**Floorplan with the power grid**

Bar = 50 microns. Pins as bars on the die edge.
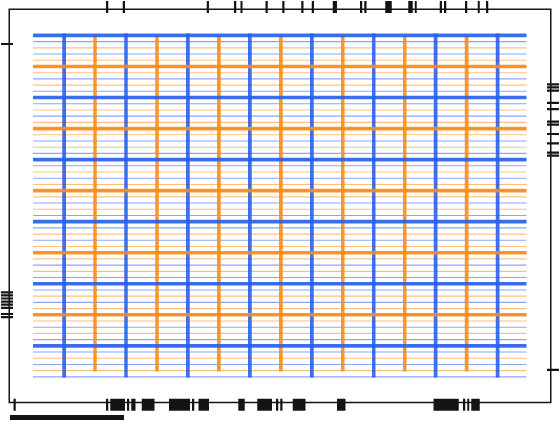
**Cells coloured by class**

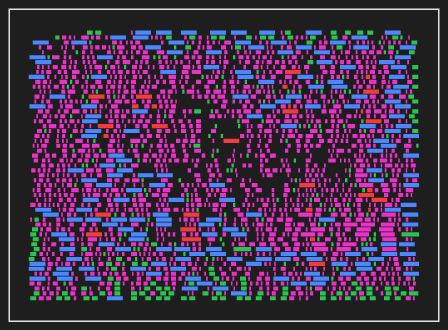
**Routed clock nets over the placement**

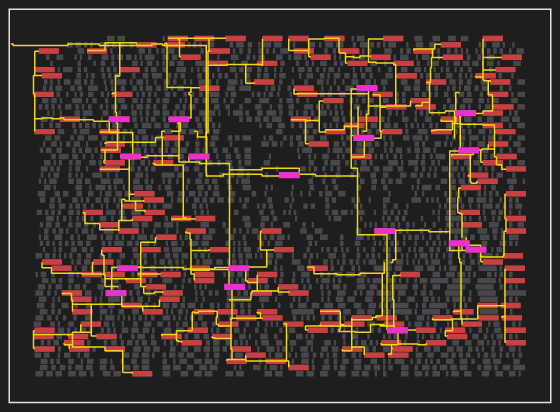
**Signal wires by layer**

Bar = 50 microns.
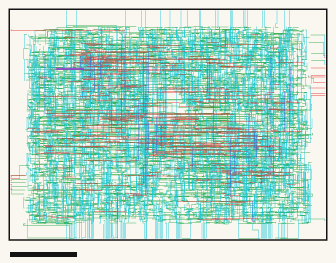
**Track usage over the die**

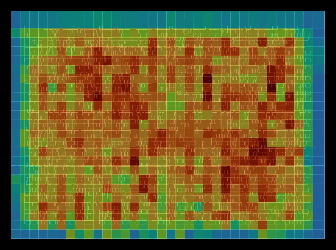
==> config.mk <==
export PLATFORM = sky130hd
export DESIGN_NAME = mul_sequencer_flat
export DESIGN_NICKNAME = d
export VERILOG_FILES = /design/src/rtl/mul_pkg.sv /design/src/rtl/mul_if.sv /design/src/rtl/mul_flag_gen.sv /design/src/rtl/mul_sequencer.sv /design/src/flat_wrapper.sv
export SDC_FILE = /design/constraint.sdc
export NUM_CORES = 1
export LEC_CHECK = 0
export CELL_PAD_IN_SITES_DETAIL_PLACEMENT = 1
export CELL_PAD_IN_SITES_GLOBAL_PLACEMENT = 1
export CORE_ASPECT_RATIO = 0.7
export CORE_MARGIN = 10
export CORE_UTILIZATION = 49
export CTS_CLUSTER_SIZE = 40
export DETAILED_ROUTE_END_ITERATION = 12
export GPL_TIMING_DRIVEN = 0
export PLACE_DENSITY_LB_ADDON = 0.3
export SLEW_MARGIN = 40
export SYNTH_ARGS = -nofsm -noshare
export SYNTH_HDL_FRONTEND = slang
export SYNTH_SLANG_ARGS = --single-unit
==> constraint.sdc <==
create_clock -name clk -period 11.5 [get_ports clk]
set_input_delay 1.15 -clock clk [delete_from_list [all_inputs] [get_ports clk]]
set_output_delay 1.15 -clock clk [all_outputs]
set_load 0.005 [all_outputs]
==> results.sh <==
# source this file to load flow results
export IMPL_fmax_mhz=121.9
export IMPL_maxSlewHeadroom_pct=43.39
export IMPL_clk_latency_ns=0.48
export IMPL_path_clk_slew_ns=0.08
export IMPL_common_cells="nand2_1, o21ai_0, nor2_1"
export IMPL_adder_share_pct=5.333
export IMPL_netlist_area_sq_um=16090
export IMPL_powerDensity_nw_per_um2=206.5
export IMPL_holdWs_ns=0.4925
export IMPL_maxCapViolCount=0
export IMPL_fin_nets=2361
export IMPL_cts_root_buffer="clkbuf_16"
export IMPL_syn_area_per_cell_sq_um=7.726
export IMPL_cp_data_arrival_time_ns=8.54
export IMPL_cts_tree="built"
export IMPL_ys_cells=2083
export IMPL_reg2regPathDepth=21
export IMPL_ys_warn_count=0
export IMPL_ys_sh_aoi_pct=24.70
export IMPL_postCtsSetupBuffers=0
export IMPL_rrSetupSlack_ns=3.29
export IMPL_top_power_group="combinational cells"
export IMPL_syn_to_final_growth_pct=14.45
export IMPL_io_buffer_count=115
export IMPL_setup_tns_ns=0
export IMPL_diodes=0
export IMPL_status="finished clean"
export IMPL_drt_pass1_iterations=6
export IMPL_ys_flops=179
export IMPL_met2_usage_pct=48.37
export IMPL_dp_cells=2627
export IMPL_via_per_inst=6.467
export IMPL_met2_length_microns=28900
export IMPL_ys_top_logic_family="AND-OR/OR-AND gates"
export IMPL_p_seq_uw=889
Back to the opening pictures, 'floorplan with the power grid':
net	colour
VDD	orange
VSS	blue
met4 straps	15
met1 rails	56
rows	55
signal pins	119
Placeable Area: 32340 sq um
die width: 236.6 microns

Back to the opening pictures, 'cells coloured by class':
class	colour	cells	share of their area
clock drivers and dummy loads	red	31	3.1%
all other logic	magenta	1751	62%
other buffers and delay cells	green	270	10%
flops	blue	179	25%
floorplan row count: 55
post-route cell area: 18420 sq um
final core utilization: 56.95%

Back to the opening pictures, 'routed clock nets over the placement':
[clock wires] yellow | length: 2970 microns
[cells driving clock nets] magenta | count: 17
[flip-flops] red | count: 179
routed clock nets	18
flops lie	all over the die
Clk. pwr: 605 uW
skew final: 0.01796 ns

Back to the opening pictures, 'signal wires by layer':
layer	colour	wire length
met1	green	29.6 mm
met3	red	5650 microns
met5	purple	19.3 microns
met2	cyan	28.9 mm
met4	blue	1380 microns
Post-Route WL: 65560 microns
All-Layer GR Usage: 31.73%
drt wl/cell: 24.67 microns
via count: 17190

Back to the opening pictures, 'track usage over the die':
busiest metal layer after global routing: met2
GRT met1 Usage: 44.47%
met3 usage: 6.757%

final cells by class:
cell class	instances	area, sq um	area share (%)
timing repair buffer	117	1211	6.575
multi-input combinational	1725	10940	59.39
buffer	153	604.3	3.281
tap	427	534.3	2.900
inverter	26	97.59	0.5298
sequential	179	4479	24.32
clock inverter	14	128.9	0.6996
clock buffer	17	425.4	2.309
per-stage QoR:
stage	worst slack, ns	utilization [%]	total power, uW	cell area [sq um]
after floorplan	5.687	-	2363	16090
after global placement	1.712	54.97	2983	17780
after detailed placement	3.683	55.22	3101	17860
after CTS	3.651	56.93	3720	18410
after global routing	3.058	56.95	4024	18420
final	3.294	56.95	3804	18420
Power figures rest on the tool's default switching activity, not on a simulated workload.
